$ cat config.mk
export PLATFORM = sky130hd
export DESIGN_NAME = ezpipe_lsu
export DESIGN_NICKNAME = d
export VERILOG_FILES = /design/src/rtl/ezpipe_lsu.sv
export SDC_FILE = /design/constraint.sdc
export NUM_CORES = 1
export LEC_CHECK = 0
export CAP_MARGIN = 15
export CORE_ASPECT_RATIO = 0.5
export CORE_MARGIN = 1.5
export CORE_UTILIZATION = 40
export CTS_BUF_LIST = sky130_fd_sc_hd__clkbuf_16
export CTS_CLUSTER_DIAMETER = 60
export DETAILED_ROUTE_END_ITERATION = 16
export HOLD_SLACK_MARGIN = 0.03
export PLACE_DENSITY = 0.79
export SYNTH_ARGS = -nofsm -noshare
export SYNTH_HDL_FRONTEND = slang
export SYNTH_SLANG_ARGS = --single-unit
$ cat constraint.sdc
create_clock -name clk -period 2.1 [get_ports clk]
set_input_delay 0.42 -clock clk [delete_from_list [all_inputs] [get_ports clk]]
set_output_delay 0.42 -clock clk [all_outputs]
set_load 0.005 [all_outputs]
$ cat src/rtl/ezpipe_lsu.sv
// ezpipe_lsu: RV32I load/store unit between EXECUTE and WRITE.
// Drives a ready-handshake data bus, extends load data and reports faults.
module ezpipe_lsu #(
  parameter int unsigned TIMEOUT_CYCLES = 255
) (
  input  logic        clk,
  input  logic        reset,
  input  logic        req_valid,
  output logic        req_ready,
  input  logic        req_is_store,
  input  logic [2:0]  req_funct3,
  input  logic [31:0] req_addr,
  input  logic [31:0] req_wdata,
  input  logic [4:0]  req_rd,
  output logic        resp_valid,
  output logic [4:0]  resp_rd,
  output logic [31:0] resp_data,
  output logic [1:0]  resp_fault,
  output logic        stall,
  output logic [31:0] dbus_addr,
  output logic [31:0] dbus_data_wr,
  output logic [3:0]  dbus_wstrb,
  output logic        dbus_rd,
  output logic        dbus_wr,
  input  logic [31:0] dbus_data_rd,
  input  logic        dbus_data_ready
);

  localparam int unsigned CNT_W = 16;
  localparam logic [CNT_W-1:0] CNT_LAST = CNT_W'(TIMEOUT_CYCLES - 1);

  localparam logic [1:0] F_OK  = 2'b00;
  localparam logic [1:0] F_MIS = 2'b01;
  localparam logic [1:0] F_ILL = 2'b10;
  localparam logic [1:0] F_TMO = 2'b11;

  typedef enum logic [1:0] {S_IDLE, S_BUS, S_RESP} state_t;

  state_t           state_q, state_d;
  logic [CNT_W-1:0] cnt_q, cnt_d;
  logic             is_store_q, is_store_d;
  logic [2:0]       funct3_q, funct3_d;
  logic [1:0]       addr_lo_q, addr_lo_d;
  logic [4:0]       rd_q, rd_d;
  logic             req_ready_q, req_ready_d;
  logic             stall_q, stall_d;
  logic             resp_valid_q, resp_valid_d;
  logic [4:0]       resp_rd_q, resp_rd_d;
  logic [31:0]      resp_data_q, resp_data_d;
  logic [1:0]       resp_fault_q, resp_fault_d;
  logic [31:0]      dbus_addr_q, dbus_addr_d;
  logic [31:0]      dbus_data_wr_q, dbus_data_wr_d;
  logic [3:0]       dbus_wstrb_q, dbus_wstrb_d;
  logic             dbus_rd_q, dbus_rd_d;
  logic             dbus_wr_q, dbus_wr_d;

  logic             illegal_c;
  logic             misaligned_c;
  logic [7:0]       ld_byte_c;
  logic [15:0]      ld_half_c;
  logic [31:0]      ld_ext_c;

  // Request legality and alignment checks on the incoming op.
  always_comb begin
    illegal_c = 1'b0;
    if (req_is_store) begin
      illegal_c = req_funct3[2] | (req_funct3[1:0] == 2'b11);
    end else begin
      illegal_c = (req_funct3 == 3'b011) | (req_funct3 == 3'b110) | (req_funct3 == 3'b111);
    end
    misaligned_c = ((req_funct3[1:0] == 2'b01) & req_addr[0]) |
                   ((req_funct3[1:0] == 2'b10) & (req_addr[1:0] != 2'b00));
  end

  // Load lane extraction and sign/zero extension from the captured bus word.
  always_comb begin
    ld_byte_c = dbus_data_rd[{addr_lo_q, 3'b000} +: 8];
    ld_half_c = dbus_data_rd[{addr_lo_q[1], 4'b0000} +: 16];
    case (funct3_q)
      3'b000:  ld_ext_c = {{24{ld_byte_c[7]}}, ld_byte_c};
      3'b001:  ld_ext_c = {{16{ld_half_c[15]}}, ld_half_c};
      3'b100:  ld_ext_c = {24'h000000, ld_byte_c};
      3'b101:  ld_ext_c = {16'h0000, ld_half_c};
      default: ld_ext_c = dbus_data_rd;
    endcase
  end

  // Next-state and registered-output logic for the IDLE/BUS/RESP handshake.
  always_comb begin
    state_d        = state_q;
    cnt_d          = cnt_q;
    is_store_d     = is_store_q;
    funct3_d       = funct3_q;
    addr_lo_d      = addr_lo_q;
    rd_d           = rd_q;
    resp_valid_d   = 1'b0;
    resp_rd_d      = resp_rd_q;
    resp_data_d    = resp_data_q;
    resp_fault_d   = resp_fault_q;
    dbus_addr_d    = dbus_addr_q;
    dbus_data_wr_d = dbus_data_wr_q;
    dbus_wstrb_d   = dbus_wstrb_q;
    dbus_rd_d      = dbus_rd_q;
    dbus_wr_d      = dbus_wr_q;

    case (state_q)
      S_IDLE: begin
        if (req_valid) begin
          is_store_d = req_is_store;
          funct3_d   = req_funct3;
          addr_lo_d  = req_addr[1:0];
          rd_d       = req_rd;
          if (illegal_c || misaligned_c) begin
            state_d      = S_RESP;
            resp_valid_d = 1'b1;
            resp_fault_d = illegal_c ? F_ILL : F_MIS;
            resp_rd_d    = 5'd0;
            resp_data_d  = 32'd0;
          end else begin
            state_d     = S_BUS;
            cnt_d       = '0;
            dbus_addr_d = {req_addr[31:2], 2'b00};
            dbus_rd_d   = ~req_is_store;
            dbus_wr_d   = req_is_store;
            if (req_is_store) begin
              case (req_funct3[1:0])
                2'b00: begin
                  dbus_data_wr_d = {4{req_wdata[7:0]}};
                  dbus_wstrb_d   = 4'b0001 << req_addr[1:0];
                end
                2'b01: begin
                  dbus_data_wr_d = {2{req_wdata[15:0]}};
                  dbus_wstrb_d   = 4'b0011 << req_addr[1:0];
                end
                default: begin
                  dbus_data_wr_d = req_wdata;
                  dbus_wstrb_d   = 4'b1111;
                end
              endcase
            end else begin
              dbus_data_wr_d = 32'd0;
              dbus_wstrb_d   = 4'b0000;
            end
          end
        end
      end
      S_BUS: begin
        if (dbus_data_ready) begin
          state_d      = S_RESP;
          dbus_rd_d    = 1'b0;
          dbus_wr_d    = 1'b0;
          resp_valid_d = 1'b1;
          resp_fault_d = F_OK;
          resp_rd_d    = is_store_q ? 5'd0 : rd_q;
          resp_data_d  = is_store_q ? 32'd0 : ld_ext_c;
        end else if (cnt_q == CNT_LAST) begin
          state_d      = S_RESP;
          dbus_rd_d    = 1'b0;
          dbus_wr_d    = 1'b0;
          resp_valid_d = 1'b1;
          resp_fault_d = F_TMO;
          resp_rd_d    = 5'd0;
          resp_data_d  = 32'd0;
        end else begin
          cnt_d = cnt_q + CNT_W'(1);
        end
      end
      S_RESP: begin
        state_d = S_IDLE;
      end
      default: begin
        state_d   = S_IDLE;
        dbus_rd_d = 1'b0;
        dbus_wr_d = 1'b0;
      end
    endcase

    req_ready_d = (state_d == S_IDLE);
    stall_d     = (state_d != S_IDLE);
  end

  // State and output registers; reset drops strobes and discards any access.
  always_ff @(posedge clk or negedge reset) begin
    if (!reset) begin
      state_q        <= S_IDLE;
      cnt_q          <= '0;
      is_store_q     <= 1'b0;
      funct3_q       <= 3'b000;
      addr_lo_q      <= 2'b00;
      rd_q           <= 5'd0;
      req_ready_q    <= 1'b1;
      stall_q        <= 1'b0;
      resp_valid_q   <= 1'b0;
      resp_rd_q      <= 5'd0;
      resp_data_q    <= 32'd0;
      resp_fault_q   <= 2'b00;
      dbus_addr_q    <= 32'd0;
      dbus_data_wr_q <= 32'd0;
      dbus_wstrb_q   <= 4'b0000;
      dbus_rd_q      <= 1'b0;
      dbus_wr_q      <= 1'b0;
    end else begin
      state_q        <= state_d;
      cnt_q          <= cnt_d;
      is_store_q     <= is_store_d;
      funct3_q       <= funct3_d;
      addr_lo_q      <= addr_lo_d;
      rd_q           <= rd_d;
      req_ready_q    <= req_ready_d;
      stall_q        <= stall_d;
      resp_valid_q   <= resp_valid_d;
      resp_rd_q      <= resp_rd_d;
      resp_data_q    <= resp_data_d;
      resp_fault_q   <= resp_fault_d;
      dbus_addr_q    <= dbus_addr_d;
      dbus_data_wr_q <= dbus_data_wr_d;
      dbus_wstrb_q   <= dbus_wstrb_d;
      dbus_rd_q      <= dbus_rd_d;
      dbus_wr_q      <= dbus_wr_d;
    end
  end

  assign req_ready    = req_ready_q;
  assign stall        = stall_q;
  assign resp_valid   = resp_valid_q;
  assign resp_rd      = resp_rd_q;
  assign resp_data    = resp_data_q;
  assign resp_fault   = resp_fault_q;
  assign dbus_addr    = dbus_addr_q;
  assign dbus_data_wr = dbus_data_wr_q;
  assign dbus_wstrb   = dbus_wstrb_q;
  assign dbus_rd      = dbus_rd_q;
  assign dbus_wr      = dbus_wr_q;

endmodule

Fig. 1: run 1, cell classes on the final placement
(3 px per um)
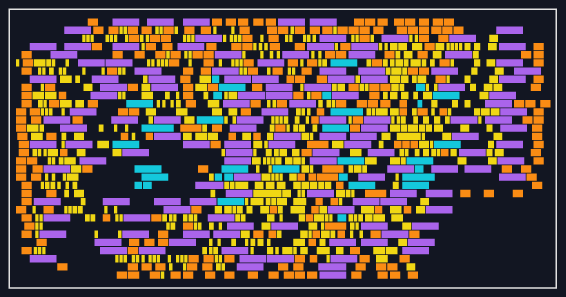
Key: orange = remaining buffers and delay cells [cells 257]; cyan = clock drivers and dummy loads [cells 32]; purple = registers [cells 139]; yellow = remaining logic cells [cells 476]
sequential share of cell area: 36.0%
Core Region: 15,500 um2
Final Cell Area: 9660 um2

Fig. 2: run 1, placed standard cells
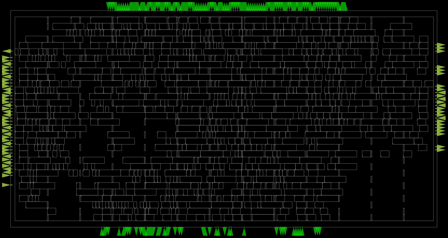
Finished Layout Cells: 1,108
fill count: 1,257

==> reports/metrics.csv, run 1 <==
stage,metric,value,unit
finish,most instantiated logic cell after routing,clkdlybuf4s50_1,
sta,hold slack,0.471,ns
setup_path,worst r2r path cells,5,
setup_path,CP Max Fanout,41,
worst_hold_path,Hold Path Class,flip-flop to flip-flop,
yosys,Max-area cell share,54.0,%
finish,FF/Latch Area,3480,um2
power_and_ir_drop,Sw Share,29.3,%
power_and_ir_drop,Leak,0.00444,uW
run_status,result of the run,finished clean,
sta,Worst-Margin Slew,0.566,ns
power_and_ir_drop,reported clock group power,3130,uW
finish,Gate Area,2700,um2
yosys,"Cell Area, Synth",6400,um2
finish,Area-dominant class,sequential cells,
power_and_ir_drop,Seq. pwr,3710,uW
power_and_ir_drop,Sw Pwr,2830,uW
setup_path,"Largest stage delay, worst path",0.58,ns
setup_path,CP top delay family,buffers and inverters,
clock_tree,total CTS buffers,17,
finish,Comb/total area,27.9,%
clock_tree,# Post-CTS Setup Buffers,0,
sta,setup violators final,0,
power_and_ir_drop,Cell Int Power,6830,uW
finish,share of layout cells above drive strength 1,12.3,%
sta,setup ws final,0.0834,ns
finish,Logic Gate Count,460,
finish,Logic inverters,16,
setup_path,crit-path cells,clkdlybuf4s50_1 -> or4_1 -> a32oi_1 -> o31a_1 -> buf_12 -> nand2_1 -> o21ai_0,
finish,# nets final,1002,
run,tool warnings,27,
global_routing,wire length of the first global-routing pass,30700,um
sta,"Slew Viols, Final",0,
run,MaxCap Viol Count,0,
route,Post-route DRC,0,
setup_path,Worst EP arrival,2.34,ns
finish,Top Layout Cells,"clkdlybuf4s50_1, nand2_1, dfrtp_1, o21ai_0, buf_4",
sta,RSZ-0062 raised after global routing,false,
finish,clock tree cell share of total cell area,6.35,%
finish,Non-clock buffer share,26.4,%
setup_path,R2R setup slack,0.17,ns
worst_hold_path,WHS Path Cells,2,
place,HPWL Detailed,14100,um
worst_hold_path,hold wc startpoint,dbus_data_wr[15],
global_routing,number of global-route vias before repair,5867,
place,DP Cell Count,1075,
yosys,Post-synth seq share,54.4,%
setup_path,Crit path buffers/inverters,2,
yosys,number of enable flip-flop cells,0,
setup_path,Crit Path Category,input port to flip-flop,
clock_tree,clk root buf,clkbuf_16,
yosys,cell count in the Yosys report,655,
power_and_ir_drop,clock power share,32.4,%
die,Tap Cells,204,
clock_tree,hold buffer count at cts,1,
yosys,syn_area_per_cell,9.77,um2
finish,Inserted Diodes,0,
die,FP Util,41.2,%
sta,Setup TNS Final,0,ns
clock_tree,CTS tree,done,
yosys,Synth cell types,55,
setup_path,Worst R2R Start,state_q[1],
sta,fin crit share,96.0,%
setup_path,Critical Path End Type,flip-flop,
yosys,Top cells by area,"dfrtp_1, nand2_1, mux2_2",
finish,CLK BUF,17,
place,placed inst area,9020,um2
sta,final hold viol count,0,
finish,Non-clock buffers,257,
place,post-place setup slack,-0.313,ns
route,Iter 0 DRT Violations,311,
die,Chip Height,92.4,um
power_and_ir_drop,Combinational Power Share,29.2,%
power_and_ir_drop,maximum VDD drop,0.680,mV
power_and_ir_drop,combinational logic power,2820,uW
global_routing,grt total ovfl,0,
finish,Final Util,62.2,%
power_and_ir_drop,total power,9660,uW
yosys,Synth Register Bits,139,
yosys,Commonest flop,dfrtp_1,
Fig. 3: run 1, met3 routing
(2 px per um) Cells faint in the background.
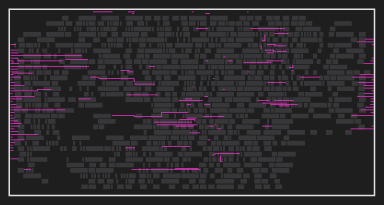
The longest straight run is 38.9 um. 112 nets have wire on it. The layer carries 856 um of wire.
final wirelength: 19,100 um
GR Layer Usage met3: 4.29%
Vias: 5,857

[run 1: cells by family after synthesis]
logic type	count (synthesis)	synth area share [%]
muxes	42	7.27
DFF	139	54.4
xor gates and xnor gates	5	0.684
AOI/OAI and AO/OA	126	13.6
other	1	0.0586
buffers and inverters	57	3.85
adders and majority gates	2	0.391
and+or+nand+nor	283	19.7
[run 1: flip-flops by register name, indices dropped and copies added, names as in the netlist, 2 cells and up]
signal        flops
dbus_data_wr     32
resp_data        32
dbus_addr        30
cnt_q            16
rd_q              5
resp_rd           5
dbus_wstrb        4
funct3_q          3
addr_lo_q         2
resp_fault        2
state_q           2
[run 1: how the worst max path moves through the flow]
stage                                from                to  slack, ns  cells after the start
after global routing        req_funct3[2]     resp_data[11]      0.006                      7
after CTS                       cnt_q[11]          cnt_q[3]       0.06                      6
after detailed placement    req_funct3[2]  dbus_data_wr[20]      -0.31                      7
after floorplan             req_funct3[0]     dbus_wstrb[2]       0.16                      8
after global placement    dbus_data_ready         cnt_q[11]      -0.24                      6
final                       req_funct3[2]     resp_data[12]       0.08                      7
[run 1: cell usage after synthesis (all sizes together), types with 2 or more instances]
library cell and n:
a21oi 23, or4 5, a21o 3, a22o 30
nor3 2, o211ai 6, nor2 16, o221ai 7
nand3 29, nand2b 19, inv 16, mux2 26
ha 2, or3 3, nand4 2, o22ai 2
nand2 190, mux2i 15, a221o 2, nand3b 2
nor4 2, and3 2, nor3b 2, nor2b 3
clkbuf 20, o21ai 34, a221oi 2, o2111ai 5
a211oi 6, xor2 4, buf 21, dfrtp 138
[run 1: routing by layer]
layer,routed length (um),GRT usage [%],vias up
li1,-,-,2743
met1,8410,29.3,2903
met2,9540,40.5,186
met3,855,4.29,25
met4,329,7.64,0
met5,0,0,-
--- run 2 (diff from run 1) ---
CTS_CLUSTER_DIAMETER = 120   (was 60)
Fig. 4: run 2, cell classes on the final placement
(3 px per um)
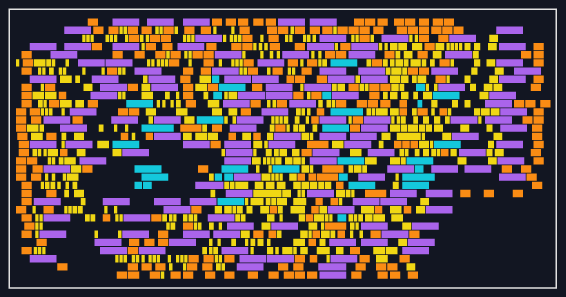
Key: purple = registers [cells 139]; yellow = remaining logic cells [cells 476]; orange = remaining buffers and delay cells [cells 257]; cyan = clock drivers and dummy loads [cells 32]
Final Util: 62.2%
Core Rows: 32

Fig. 5: run 2, met3 routing
(2 px per um) Cells faint in the background.
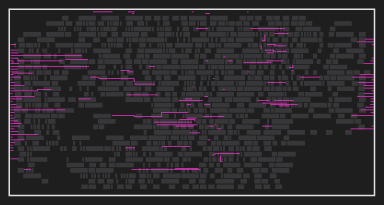
The longest straight run is 38.9 um. The wires run mostly horizontal. 112 nets have wire on it. The layer holds 4.5% of the routed length. The layer carries 856 um of wire.

==> run 2 against run 1 <==
- core utilization stayed put
- register-to-register slack hardly changed
- worst hold slack stayed put
- combinational power hardly changed
- via count stayed put
- first-iteration DRC count stayed put
- synthesized cell count stayed put
- routed wire length stayed put
- critical endpoint unchanged
- largest cell class unchanged
- largest power group unchanged
- highest routed layer unchanged
==> reports/metrics.csv, run 2 <==
stage,metric,value,unit,change
run_status,result of the run,finished clean,,unchanged
sta,RSZ-0062 raised after global routing,false,,unchanged
finish,# nets final,1002,,unchanged
setup_path,Worst R2R Start,state_q[1],,unchanged
power_and_ir_drop,total power,9660,uW,unchanged
die,die width,182,um,unchanged
route,Post-route DRC,0,,unchanged
route,Max Used Layer,met4,,unchanged
yosys,Commonest flop,dfrtp_1,,unchanged
setup_path,CP endpoint,resp_data[12],,unchanged
route,met3 wire len,855,um,unchanged
clock_tree,# Post-CTS Setup Buffers,0,,unchanged
yosys,Top cells by area,"dfrtp_1, nand2_1, mux2_2",,unchanged
global_routing,met2 Use GR,40.5,%,unchanged
setup_path,CP Max Fanout,41,,unchanged
yosys,syn_area_per_cell,9.77,um2,unchanged
clock_tree,clk root buf,clkbuf_16,,unchanged
die,FP Util,41.2,%,unchanged
yosys,Synth Register Bits,139,,unchanged
sta,Setup TNS Final,0,ns,unchanged
clock_tree,CTS tree,done,,unchanged
yosys,top post-synthesis cells by count,"nand2_1, dfrtp_1, o21ai_0",,unchanged
sta,setup ws final,0.0834,ns,unchanged
finish,share of layout cells above drive strength 1,12.3,%,unchanged
power_and_ir_drop,maximum VDD drop,0.680,mV,unchanged
place,post-place setup slack,-0.313,ns,unchanged
finish,FF/Latch Area,3480,um2,unchanged
yosys,Max-area cell share,54.0,%,unchanged
yosys,number of enable flip-flop cells,0,,unchanged
global_routing,wire length of the first global-routing pass,30700,um,unchanged
route,Vias,5857,,unchanged
yosys,cell count in the Yosys report,655,,unchanged
finish,fill count,1257,,unchanged
setup_path,crit-path cells,clkdlybuf4s50_1 -> or4_1 -> a32oi_1 -> o31a_1 -> buf_12 -> nand2_1 -> o21ai_0,,unchanged
yosys,Synth cell types,55,,unchanged
finish,Gate Area,2700,um2,unchanged
yosys,Yosys Chip Area,6400,um2,unchanged
finish,most instantiated logic cell after routing,clkdlybuf4s50_1,,unchanged
finish,Finished Layout Cells,1108,,unchanged
sta,final hold viol count,0,,unchanged
worst_hold_path,Hold Path Class,flip-flop to flip-flop,,unchanged
route,final wirelength,19100,um,unchanged
global_routing,grt total ovfl,0,,unchanged
sta,Worst-Margin Slew,0.566,ns,unchanged
route,M1 WL,8410,um,unchanged
yosys,"Cell Area, Synth",6400,um2,unchanged
yosys,Post-synth seq share,54.4,%,unchanged
sta,hold slack,0.471,ns,unchanged
sta,"Slew Viols, Final",0,,unchanged
setup_path,CP startpoint,req_funct3[2],,unchanged
setup_path,Worst EP arrival,2.34,ns,about the same
route,Routed met2 length,9540,um,unchanged
yosys,"count leader, synth",nand2_1,,unchanged
route,Iter 0 DRT Violations,311,,unchanged
run,tool warnings,27,,unchanged
die,Chip Height,92.4,um,unchanged
place,routability cong.,0.882,,unchanged
power_and_ir_drop,Combinational Power Share,29.2,%,about the same
global_routing,GR Layer Usage met3,4.29,%,unchanged
setup_path,Crit Path Category,input port to flip-flop,,unchanged
setup_path,RR Endpoint,cnt_q[15],,unchanged
finish,Inserted Diodes,0,,unchanged
power_and_ir_drop,Sw Share,29.3,%,unchanged
power_and_ir_drop,clock power share,32.4,%,about the same
global_routing,number of global-route vias before repair,5867,,unchanged
global_routing,routing usage on met1,29.3,%,unchanged
setup_path,worst r2r path cells,5,,unchanged
place,placed inst area,9020,um2,unchanged
global_routing,gr busiest metal,met2,,unchanged
clock_tree,total CTS buffers,17,,unchanged
place,DP Cell Count,1075,,unchanged
finish,Top Layout Cells,"clkdlybuf4s50_1, nand2_1, dfrtp_1, o21ai_0, buf_4",,unchanged
sta,fin crit share,96.0,%,unchanged
run,MaxCap Viol Count,0,,unchanged
die,Core Region,15500,um2,unchanged
setup_path,Critical Path End Type,flip-flop,,unchanged
power_and_ir_drop,Leak,0.00444,uW,unchanged
setup_path,R2R setup slack,0.17,ns,about the same
power_and_ir_drop,Sw Pwr,2830,uW,unchanged
finish,Final Cell Area,9660,um2,unchanged
[run 2: cell counts after synthesis]
Identical to the previous run, type by type.
[run 2: cell type report]
| class | instances | area share, % |
|---|---|---|
| Sequential cell | 139 | 36.0 |
| Multi-Input combinational cell | 460 | 27.9 |
| Timing Repair Buffer | 257 | 26.4 |
| Clock buffer | 17 | 4.40 |
| Tap cell | 204 | 2.64 |
| Clock inverter | 15 | 1.94 |
| Inverter | 16 | 0.622 |
[run 2: critical path: cells and delay by family]
kind,cells,cell delay [ns]
buf+inv,2,0.68
compound gates,3,0.54
simple gates,2,0.68
[run 2: power by group through the flow]
stage / registers [uW] / logic [uW] / clock network (uW)
floorplan: 3710 / 1020 / 0
global placement: 3710 / 2740 / 0
detailed placement: 3740 / 2820 / 0
CTS: 3700 / 2840 / 3180
global route: 3790 / 3060 / 3300
finish: 3710 / 2820 / 3130
[run 2: logic make-up after synthesis]
kind of cell,count (synthesis),synth area share [%]
compound gates,126,13.6
flops,139,54.4
other cells,1,0.0586
fa+ha+maj,2,0.391
mux,42,7.27
buf+inv,57,3.85
simple gates,283,19.7
xor+xnor,5,0.684
[run 2: worst min path at each step]
stage / from / end / cells past startpoint
2_1_floorplan: reset / addr_lo_q[0] / 0
3_3_place_gp: reset / dbus_addr[7] / 1
3_5_place_dp: reset / dbus_addr[8] / 1
4_1_cts: dbus_data_wr[15] / dbus_data_wr[15] / 2
5_1_grt: dbus_data_wr[16] / dbus_data_wr[16] / 2
6_report: dbus_data_wr[15] / dbus_data_wr[15] / 2
[run 2: repair_timing]
item | in CTS | in global routing
hold buffers | 1 | 0
endpoints found under the setup margin | 0 | 4
hold endpoints to repair | 44 | 0
gates resized | 0 | 3
Power figures rest on the tool's default switching activity, not on a simulated workload.
